==> run_1/layer_met2.png <==
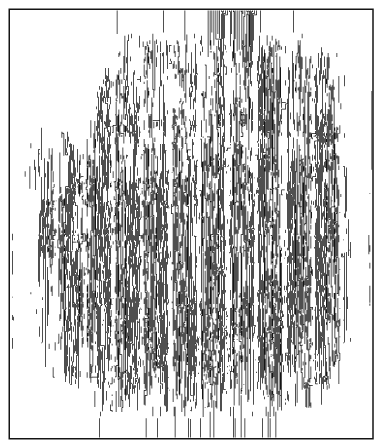
==> run_1/placement_by_type.png <==
The bar under the picture is 50 microns long. Fill, decap, tap and diode cells in gray.
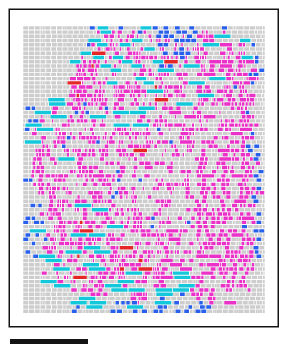
==> run_1/clocks.png <==
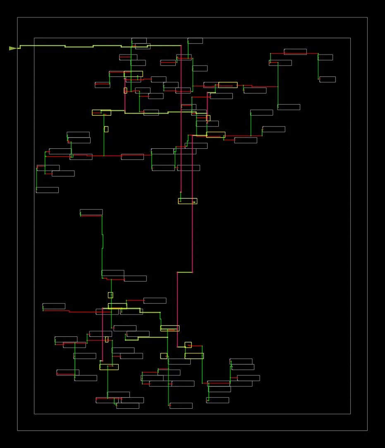
==> config.mk <==
export PLATFORM = sky130hd
export DESIGN_NAME = pt_update_scheduler
export DESIGN_NICKNAME = d
export VERILOG_FILES = /design/src/rtl/pt_update_scheduler.sv
export SDC_FILE = /design/constraint.sdc
export NUM_CORES = 1
export LEC_CHECK = 0
export ABC_CLOCK_PERIOD_IN_PS = 14260
export CORE_ASPECT_RATIO = 1.2
export CORE_MARGIN = 8
export CORE_UTILIZATION = 40
export DETAILED_ROUTE_END_ITERATION = 16
export HOLD_SLACK_MARGIN = 0.05
export PLACE_DENSITY = 0.56
export SETUP_SLACK_MARGIN = 0.3
export SYNTH_ARGS = -nofsm -noshare
export SYNTH_HDL_FRONTEND = slang
export SYNTH_SLANG_ARGS = --single-unit
==> constraint.sdc <==
create_clock -name clk -period 14.26 [get_ports clk]
set_input_delay 3.565 -clock clk [delete_from_list [all_inputs] [get_ports clk]]
set_output_delay 3.565 -clock clk [all_outputs]
set_load 0.1 [all_outputs]
==> src/rtl/pt_update_scheduler.sv <==
// pt_update_scheduler
// Arbitrates the pattern table's single write port between the ID rollback
// restore, EX rollback correction and corrected-result training update
// sources. Updates that cannot be written in the current cycle go into a small
// coalescing FIFO. A read bypass lets predictions see pending values, and the
// whole table is swept to INIT_VALUE after every reset.
module pt_update_scheduler #(
    parameter int unsigned              INDEX_WIDTH   = 12,
    parameter int unsigned              COUNTER_WIDTH = 2,
    parameter logic [COUNTER_WIDTH-1:0] INIT_VALUE    = '0,
    parameter int unsigned              QUEUE_DEPTH   = 4
) (
    input  logic                     clk,
    input  logic                     rst_n,
    input  logic                     id_upd_valid,
    input  logic [INDEX_WIDTH-1:0]   id_upd_index,
    input  logic [COUNTER_WIDTH-1:0] id_upd_count,
    input  logic                     ex_upd_valid,
    input  logic [INDEX_WIDTH-1:0]   ex_upd_index,
    input  logic [COUNTER_WIDTH-1:0] ex_upd_count,
    input  logic                     cr_upd_valid,
    input  logic [INDEX_WIDTH-1:0]   cr_upd_index,
    input  logic [COUNTER_WIDTH-1:0] cr_upd_count,
    input  logic [INDEX_WIDTH-1:0]   rd_index,
    input  logic [COUNTER_WIDTH-1:0] rd_count_raw,
    output logic [COUNTER_WIDTH-1:0] rd_count,
    output logic                     tbl_wr_en,
    output logic [INDEX_WIDTH-1:0]   tbl_wr_index,
    output logic [COUNTER_WIDTH-1:0] tbl_wr_count,
    output logic                     init_busy,
    output logic                     upd_ready,
    output logic                     overflow,
    output logic                     protocol_err
);

    localparam int unsigned PW = (QUEUE_DEPTH > 1) ? $clog2(QUEUE_DEPTH) : 1;
    localparam int unsigned OW = $clog2(QUEUE_DEPTH + 1);

    typedef enum logic {ST_INIT, ST_RUN} state_t;

    state_t                   state, state_nxt;
    logic [INDEX_WIDTH-1:0]   sweep, sweep_nxt;

    logic [INDEX_WIDTH-1:0]   q_idx   [QUEUE_DEPTH];
    logic [COUNTER_WIDTH-1:0] q_cnt   [QUEUE_DEPTH];
    logic [INDEX_WIDTH-1:0]   nxt_idx [QUEUE_DEPTH];
    logic [COUNTER_WIDTH-1:0] nxt_cnt [QUEUE_DEPTH];
    logic [PW-1:0]            head, tail, nxt_head, nxt_tail;
    logic [OW-1:0]            occ, nxt_occ;
    logic                     overflow_r, protocol_err_r;

    // New requests after preprocessing, in global order: 0=EX, 1=ID, 2=CR
    logic [2:0]               n_vld;
    logic [INDEX_WIDTH-1:0]   n_idx [3];
    logic [COUNTER_WIDTH-1:0] n_cnt [3];

    logic [QUEUE_DEPTH-1:0]   live;
    logic [PW-1:0]            p, bp;
    logic                     taken, hit, drop;

    function automatic logic [PW-1:0] ptr_inc(input logic [PW-1:0] ptr);
        return (ptr == PW'(QUEUE_DEPTH - 1)) ? '0 : ptr + 1'b1;
    endfunction

    // Resolve EX/CR exclusivity and the ID-vs-EX same-index collision
    always_comb begin
        n_vld[0] = ex_upd_valid;
        n_vld[1] = id_upd_valid && !(ex_upd_valid && (id_upd_index == ex_upd_index));
        n_vld[2] = cr_upd_valid && !ex_upd_valid;
        n_idx[0] = ex_upd_index;
        n_idx[1] = id_upd_index;
        n_idx[2] = cr_upd_index;
        n_cnt[0] = ex_upd_count;
        n_cnt[1] = id_upd_count;
        n_cnt[2] = cr_upd_count;
    end

    // Init sweep sequencing and INIT -> RUN transition
    always_comb begin
        state_nxt = state;
        sweep_nxt = sweep;
        if (state == ST_INIT) begin
            sweep_nxt = sweep + 1'b1;
            if (sweep == '1) begin
                state_nxt = ST_RUN;
            end
        end
    end

    // Write-port selection, coalescing and enqueue of this cycle's requests
    always_comb begin
        nxt_idx      = q_idx;
        nxt_cnt      = q_cnt;
        nxt_head     = head;
        nxt_tail     = tail;
        nxt_occ      = occ;
        live         = '0;
        tbl_wr_en    = 1'b0;
        tbl_wr_index = '0;
        tbl_wr_count = '0;
        taken        = 1'b0;
        hit          = 1'b0;
        drop         = 1'b0;
        p            = head;
        for (int unsigned i = 0; i < QUEUE_DEPTH; i++) begin
            if (OW'(i) < occ) begin
                live[p] = 1'b1;
            end
            p = ptr_inc(p);
        end
        if (state == ST_INIT) begin
            tbl_wr_en    = 1'b1;
            tbl_wr_index = sweep;
            tbl_wr_count = INIT_VALUE;
        end else begin
            if (occ != '0) begin
                tbl_wr_en    = 1'b1;
                tbl_wr_index = q_idx[head];
                tbl_wr_count = q_cnt[head];
                live[head]   = 1'b0;
                nxt_head     = ptr_inc(head);
                nxt_occ      = occ - 1'b1;
                taken        = 1'b1;
            end
            // Slots filled earlier in this loop are marked live so later
            // requests in the same cycle coalesce into them too.
            for (int unsigned n = 0; n < 3; n++) begin
                if (n_vld[2'(n)]) begin
                    if (!taken) begin
                        tbl_wr_en    = 1'b1;
                        tbl_wr_index = n_idx[2'(n)];
                        tbl_wr_count = n_cnt[2'(n)];
                        taken        = 1'b1;
                    end else begin
                        hit = 1'b0;
                        for (int unsigned s = 0; s < QUEUE_DEPTH; s++) begin
                            if (live[PW'(s)] && (nxt_idx[PW'(s)] == n_idx[2'(n)])) begin
                                nxt_cnt[PW'(s)] = n_cnt[2'(n)];
                                hit             = 1'b1;
                            end
                        end
                        if (!hit) begin
                            if (nxt_occ < OW'(QUEUE_DEPTH)) begin
                                nxt_idx[nxt_tail] = n_idx[2'(n)];
                                nxt_cnt[nxt_tail] = n_cnt[2'(n)];
                                live[nxt_tail]    = 1'b1;
                                nxt_tail          = ptr_inc(nxt_tail);
                                nxt_occ           = nxt_occ + 1'b1;
                            end else begin
                                drop = 1'b1;
                            end
                        end
                    end
                end
            end
        end
    end

    // Read bypass: last pending writer to rd_index wins, else table data
    always_comb begin
        rd_count = rd_count_raw;
        bp       = head;
        if (state == ST_INIT) begin
            rd_count = INIT_VALUE;
        end else begin
            // Offset 0 is the head, which is being written this cycle.
            for (int unsigned i = 0; i < QUEUE_DEPTH; i++) begin
                if ((i != 0) && (OW'(i) < occ) && (q_idx[bp] == rd_index)) begin
                    rd_count = q_cnt[bp];
                end
                bp = ptr_inc(bp);
            end
            for (int unsigned n = 0; n < 3; n++) begin
                if (n_vld[2'(n)] && (n_idx[2'(n)] == rd_index)) begin
                    rd_count = n_cnt[2'(n)];
                end
            end
        end
    end

    // Status outputs
    always_comb begin
        init_busy    = (state == ST_INIT);
        upd_ready    = (state == ST_RUN) && (occ <= OW'(QUEUE_DEPTH - 2));
        overflow     = overflow_r;
        protocol_err = protocol_err_r;
    end

    // FSM, sweep counter, queue pointers and sticky flags
    always_ff @(posedge clk) begin
        if (!rst_n) begin
            state          <= ST_INIT;
            sweep          <= '0;
            head           <= '0;
            tail           <= '0;
            occ            <= '0;
            overflow_r     <= 1'b0;
            protocol_err_r <= 1'b0;
        end else begin
            state <= state_nxt;
            sweep <= sweep_nxt;
            head  <= nxt_head;
            tail  <= nxt_tail;
            occ   <= nxt_occ;
            if (drop) begin
                overflow_r <= 1'b1;
            end
            if ((state == ST_RUN) && ex_upd_valid && cr_upd_valid) begin
                protocol_err_r <= 1'b1;
            end
        end
    end

    // Queue payload storage; validity is tracked by head/occupancy only
    always_ff @(posedge clk) begin
        q_idx <= nxt_idx;
        q_cnt <= nxt_cnt;
    end

endmodule

==> flow_metrics.env, run 1 <==
# implementation run metrics
export IMPL_status="completed"
export IMPL_yosysWarningCount=0
export IMPL_powerSeq_mw=0.242
export IMPL_synth_largest_area_cell="edfxtp_1"
export IMPL_reg2reg_from="head[1]$_SDFFE_PN0P_"
export IMPL_yosys_stat_cells=1455
export IMPL_max_slew_margin=0.2412
export IMPL_top_usage_layer="met2"
export IMPL_cts_sinks=78
export IMPL_startpoint="id_upd_index[4]"
export IMPL_reg2reg_setup_slack_ns=6.10
export IMPL_wire_per_inst_microns=29.81
export IMPL_finalWorstPathRequiredPeriod_ns=12.13
export IMPL_worstPathMaxFanout=15
export IMPL_worst_path_largest_cell_delay_ns=1.04
export IMPL_crit_path_end_kind="primary output"
export IMPL_synth_distinct_cells=80
export IMPL_first_iter_violations=1707
export IMPL_synth_ff_latch_count=78
export IMPL_fp_nets=1542
export IMPL_critical_path_arrival_ns=8.56
export IMPL_final_period_utilization=0.8503
export IMPL_openroad_warnings=43
export IMPL_cts_h_tree_depth=3
export IMPL_buffer_ports_inserted=81
export IMPL_met3_usage_in_global_routing=0.05456
export IMPL_critical_setup_path_kind="in2out"
export IMPL_drcViolationCount=0
export IMPL_post_synth_ao_oa_area_fraction=0.1732
export IMPL_synth_area_sq_mm=0.01169
export IMPL_yosys_mux_area_fraction=0.1833
export IMPL_dr_total_vias=12200
export IMPL_boundaryPins=82
export IMPL_timing_critical_path_cells="clkdlybuf4s50_1, inv_1, nand2_1, o21ai_0, nand4bb_1, o31ai_2, buf_4, nor3_1, a21oi_1, nor2_1, a221oi_1, a21oi_1, clkdlybuf4s50_1"
export IMPL_number_of_global_route_vias_before_repair=11760
export IMPL_die_area_sq_mm=0.03497
export IMPL_grt_pass1_wl_microns=79820
export IMPL_fp_util=0.4065
export IMPL_holdCritPathClass="reg2reg"
export IMPL_crit_cells=13
export IMPL_vdd_ir_drop_max_mv=0.04484
export IMPL_comb_cell_power_mw=0.168
export IMPL_finalMaxSlewViolations=0
export IMPL_final_setup_viol_count=0
export IMPL_topCombFamilyByArea="simple AND/OR/NAND/NOR gates"
export IMPL_die_x_microns=172.1
export IMPL_crit_path_end="tbl_wr_index[4]"
export IMPL_worstRegToRegCells=19
export IMPL_path_buffers=4
export IMPL_critPathSlowestCell="clkdlybuf4s50_1"
export IMPL_post_cts_resized_instances=0
## Picture notes: layer_met2.png
- main direction: vertical
- nets with wire on the layer: 1275

## Picture notes: placement_by_type.png
- red: clock drivers and dummy loads (cells 16; share of their area 2.1%)
- blue: remaining buffers and delay cells (cells 125; share of their area 9.1%)
- cyan: sequential cells (cells 78; share of their area 17%)
- magenta: combinational and other logic (cells 1243; share of their area 72%)
floorplan row count: 68
final standard cell area without fillers: 0.01302 sq mm

## Picture notes: clocks.png
number of clock-tree buffers in the layout: 10
clock skew: 0.01412 ns
worst-skew pair later-pin latency: 0.37 ns
TritonCTS buffer count: 9

-- run 1: through the flow --
step                instances  hold WS [ns]  setup WS (ns)    util  total power [mW]
finish                   1848        0.4918          2.134  0.4527            0.6316
global route             1847        0.5289          2.109  0.4526            0.6482
CTS                      1847        0.5043          2.429  0.4526            0.6306
detailed placement       1831        0.4856          2.430  0.4434            0.4096
global placement         1831        0.4772          2.340  0.4434            0.4103
floorplan                1455        0.5289          4.015       -            0.3428
-- run 1: final cells by class --
class | instances | area, sq um
fillers | 2968 | 15740
multi-input cells | 1196 | 8823
flip-flops and latches | 78 | 2127
repair buffers | 125 | 1141
well taps | 385 | 481.7
clock buffers | 10 | 229.0
inverters | 47 | 176.4
clock inverters | 6 | 37.54
diodes | 1 | 2.502
==> run_1/logic_types.png <==
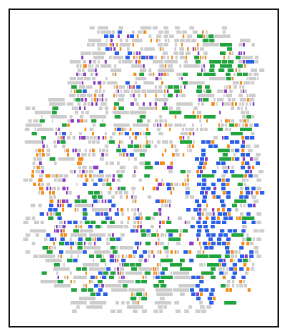

==> run 2: changes to the inputs <==
Settings changed: CORE_MARGIN 8 to default, SETUP_SLACK_MARGIN 0.3 to 0.4.
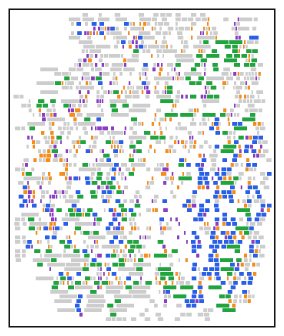
(run_2/logic_types.png)
- purple: nand cells (cells 174; where spread over the die)
- orange: nor cells (cells 234; where spread over the die)
- green: mux cells (cells 172; where spread over the die)
- blue: xor and xnor cells (cells 210)
Final Non-Filler Cells: 1846
leading cell type in the layout, fill and taps excluded: xnor2_1
proportion of cell area occupied by multi-input gates: 0.6786

==> run 2 against run 1 <==
  * Power increased by 0.96%
  * Wire length increased by 2.8%
  * Critical path depth unchanged
  * Die area decreased by 14%
  * Maximum frequency decreased by 2.3%
  * Largest power group unchanged
==> flow_metrics.env, run 2 <==
# implementation run metrics
export IMPL_vdd_ir_drop_max_mv=0.05414
export IMPL_drcViolationCount=0
export IMPL_fin_skew_ns=0.01462
export IMPL_wire_per_inst_microns=30.68
export IMPL_yosys_stat_cells=1455
export IMPL_topCombFamilyByArea="simple AND/OR/NAND/NOR gates"
export IMPL_final_period_utilization=0.8704
export IMPL_boundaryPins=82
export IMPL_crit_cells=13
export IMPL_synth_area_sq_mm=0.01169
export IMPL_max_slew_margin=0.1149
export IMPL_worst_path_largest_cell_delay_ns=1.04
export IMPL_synth_largest_area_cell="edfxtp_1"
export IMPL_fp_nets=1542
export IMPL_status="completed"
export IMPL_openroad_warnings=43
export IMPL_worstRegToRegCells=21
export IMPL_met3_usage_in_global_routing=0.08995
export IMPL_final_standard_cell_area_without_fillers_sq_mm=0.01300
export IMPL_holdCritPathClass="reg2reg"
export IMPL_final_setup_viol_count=0
export IMPL_dp_worst_setup_slack_ns=2.118
export IMPL_crit_path_end_kind="primary output"
export IMPL_placement_rows=68
export IMPL_post_synth_ao_oa_area_fraction=0.1732
export IMPL_finalMaxSlewViolations=0
export IMPL_synth_distinct_cells=80
export IMPL_total_power_mw=0.6376
export IMPL_cts_h_tree_depth=3
export IMPL_critical_path_arrival_ns=8.85
export IMPL_reg2reg_setup_slack_ns=5.32
export IMPL_path_buffers=4
export IMPL_post_cts_resized_instances=0
export IMPL_tritoncts_num_buffers=9
export IMPL_top_usage_layer="met2"
export IMPL_yosys_mux_area_fraction=0.1833
export IMPL_critical_setup_path_kind="in2out"
export IMPL_powerSeq_mw=0.242
export IMPL_yosysWarningCount=0
export IMPL_die_area_sq_mm=0.02991
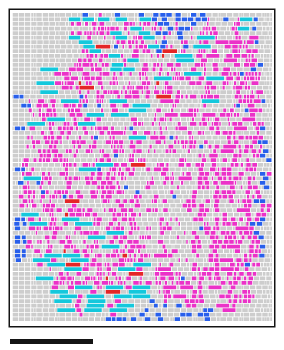
(run_2/placement_by_type.png)
The bar under the picture is 50 microns long. Fill, decap, tap and diode cells in gray.
- red: clock drivers and dummy loads (cells 16; share of their area 2.1%)
- magenta: combinational and other logic (cells 1243; share of their area 72%)
- blue: remaining buffers and delay cells (cells 123; share of their area 9.0%)
- cyan: sequential cells (cells 78; share of their area 17%)

run 2: cell type report:
| cell class | count | area (sq um) |
|---|---|---|
| Antenna cell | 1 | 2.502 |
| Clock buffer | 11 | 234.0 |
| Clock inverter | 5 | 31.28 |
| Fill cell | 2981 | 15760 |
| Inverter | 47 | 176.4 |
| Multi-Input combinational cell | 1196 | 8823 |
| Sequential cell | 78 | 2127 |
| Tap cell | 385 | 481.7 |
| Timing Repair Buffer | 123 | 1126 |
run 2: per-layer routing:
| metal | wire length [microns] | share of wire |
|---|---|---|
| met1 | 21750 | 0.38 |
| met2 | 24390 | 0.43 |
| met3 | 5987 | 0.11 |
| met4 | 4502 | 0.079 |
| met5 | 0 | 0 |
==> run_2/sizes.png <==
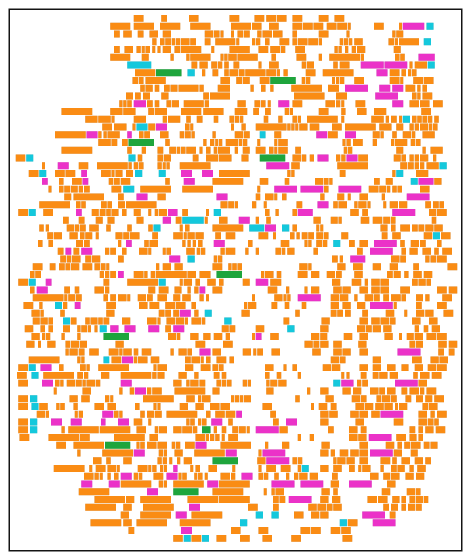

==> run 3: changes to the inputs <==
Settings changed: CTS_BUF_LIST from default to sky130_fd_sc_hd__clkbuf_2 sky130_fd_sc_hd__clkbuf_4 sky130_fd_sc_hd__clkbuf_8.
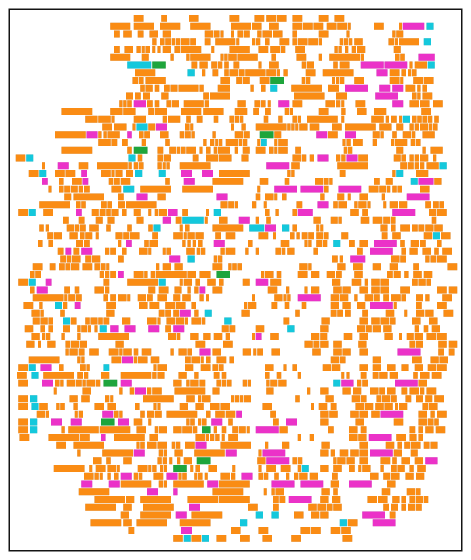
(run_3/sizes.png)
- green: _6 and larger (cells 10; most used clkbuf_8)
- magenta: _2 cells (cells 108; most used mux2_2)
- orange: _0 and _1 cells (cells 1292; most used xnor2_1)
- cyan: _3 and _4 cells (cells 50; most used buf_4)

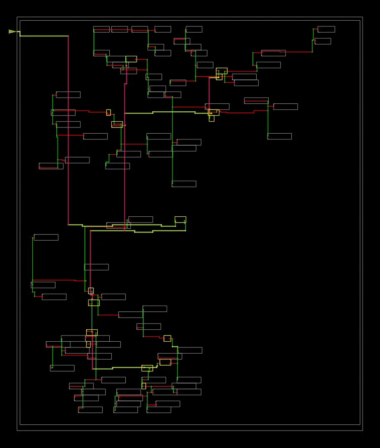
(run_3/clocks.png)
worst-skew pair later-pin latency: 0.40 ns
clock skew: 0.01662 ns
number of clock-tree buffers in the layout: 11
Clk power: 0.163 mW

==> run 3 against run 2 <==
  * Setup slack improved by 0.023 ns
  * Synthesized area is the same
  * Non-clock buffer count did not move
  * Critical path type unchanged
  * Critical endpoint unchanged
  * Largest cell class unchanged
  * Largest power group unchanged
==> flow_metrics.env, run 3 <==
# implementation run metrics
export IMPL_status="completed"
export IMPL_openroad_warnings=43
export IMPL_seq_cell_count=78
export IMPL_fillCellCount=2992
export IMPL_cts_sinks=78
export IMPL_buffer_ports_inserted=81
export IMPL_routed_wl_met2_microns=24240
export IMPL_hold_worst_slack_ns=0.4980
export IMPL_total_power_mw=0.5752
export IMPL_comb_power_share=0.295
export IMPL_max_slew_margin=0.2630
export IMPL_nonClockBufferCount=123
export IMPL_met1Wirelength_microns=21660
export IMPL_area_combinational_sq_mm=0.008830
export IMPL_critical_path_arrival_ns=8.82
export IMPL_post_cts_resized_instances=0
export IMPL_logic_gate_count=1196
export IMPL_power_frac_clock=0.284
export IMPL_dp_hpwl_microns=42330
export IMPL_grt_pass1_wl_microns=80460
export IMPL_yosys_mux_area_fraction=0.1833
export IMPL_route_top_layer_used="met4"
export IMPL_drcViolationCount=0
export IMPL_seq_area_sq_mm=0.002127
export IMPL_clkTransAtPathRegs_ns=0.09
export IMPL_area_share_combinational=0.6839
export IMPL_timing_critical_path_cells="clkdlybuf4s50_1, inv_1, nand2_1, o21ai_0, nand4bb_1, o31ai_2, buf_4, nor3_1, a21oi_1, nor2_1, a221oi_1, a21oi_1, clkdlybuf4s50_1"
export IMPL_area_share_nonclk_buffers=0.08722
export IMPL_critical_setup_path_kind="in2out"
export IMPL_synth_ff_latch_count=78
export IMPL_cts_h_tree_depth=3
export IMPL_area_growth_syn_to_layout_pct=10.46
export IMPL_post_synth_ao_oa_area_fraction=0.1732
export IMPL_met3WireLength_microns=5741
export IMPL_inverter_count=47
export IMPL_boundaryPins=82
export IMPL_net_switching_share_of_the_total_power=0.3609
export IMPL_wire_per_inst_microns=30.55
export IMPL_worst_path_largest_cell_delay_ns=1.01
export IMPL_instances_no_fill=1846
export IMPL_placement_rows=68
export IMPL_fp_nets=1542
export IMPL_final_standard_cell_area_without_fillers_sq_mm=0.01291
export IMPL_fp_util=0.4065
export IMPL_topCombFamilyByArea="simple AND/OR/NAND/NOR gates"
export IMPL_synth_top_flop_cell="edfxtp_1"
export IMPL_number_of_global_route_vias_before_repair=11540
export IMPL_post_route_util=0.4490
export IMPL_top_usage_layer="met2"
export IMPL_tritoncts_num_buffers=9
export IMPL_final_setup_viol_count=0
export IMPL_path_buffers=4
export IMPL_critPathSlowestCell="clkdlybuf4s50_1"
export IMPL_synth_largest_area_cell="edfxtp_1"
export IMPL_fin_ws_ns=1.871
export IMPL_dp_worst_setup_slack_ns=2.118
export IMPL_yosys_stat_cells=1455
export IMPL_taps=385
export IMPL_finalMaxSlewViolations=0
export IMPL_final_common_cell="xnor2_1"
export IMPL_final_period_utilization=0.8688
export IMPL_flop_share_of_the_area=0.1647
export IMPL_die_x_microns=158.1
export IMPL_worstPathMaxFanout=11
export IMPL_finalWorstPathRequiredPeriod_ns=12.39
export IMPL_holdCritPathClass="reg2reg"
export IMPL_enable_flop_cells=56
export IMPL_setup_worst_path_start_class="primary input"
export IMPL_met3_usage_in_global_routing=0.07942
export IMPL_synth_cells=1455
export IMPL_synth_area_sq_mm=0.01169
export IMPL_first_iter_violations=1591
export IMPL_diodes=1
export IMPL_layout_cells_largest_class="combinational gates"
export IMPL_vdd_ir_drop_max_mv=0.03646
## run 3: worst paths after layout
check | start | endpoint | slack, ns | depth (start not counted)
max | id_upd_index[4] | tbl_wr_index[3] | 1.87 | 13
min | protocol_err$_SDFFE_PN0P_ | protocol_err$_SDFFE_PN0P_ | 0.50 | 2
max reg2reg | head[0]$_SDFFE_PN0P_ | q_idx[44]$_DFFE_PP_ | 5.27 | 21
min reg2reg | protocol_err$_SDFFE_PN0P_ | protocol_err$_SDFFE_PN0P_ | 0.50 | 2
## run 3: power by group through the flow
stage	Clock, mW	Combinational (mW)	Sequential, mW
floorplan	0	0.0958	0.247
global placement	0	0.164	0.247
detailed placement	0	0.164	0.247
CTS	0.165	0.164	0.242
global route	0.172	0.176	0.242
finish	0.163	0.170	0.242
Power figures rest on the tool's default switching activity, not on a simulated workload.
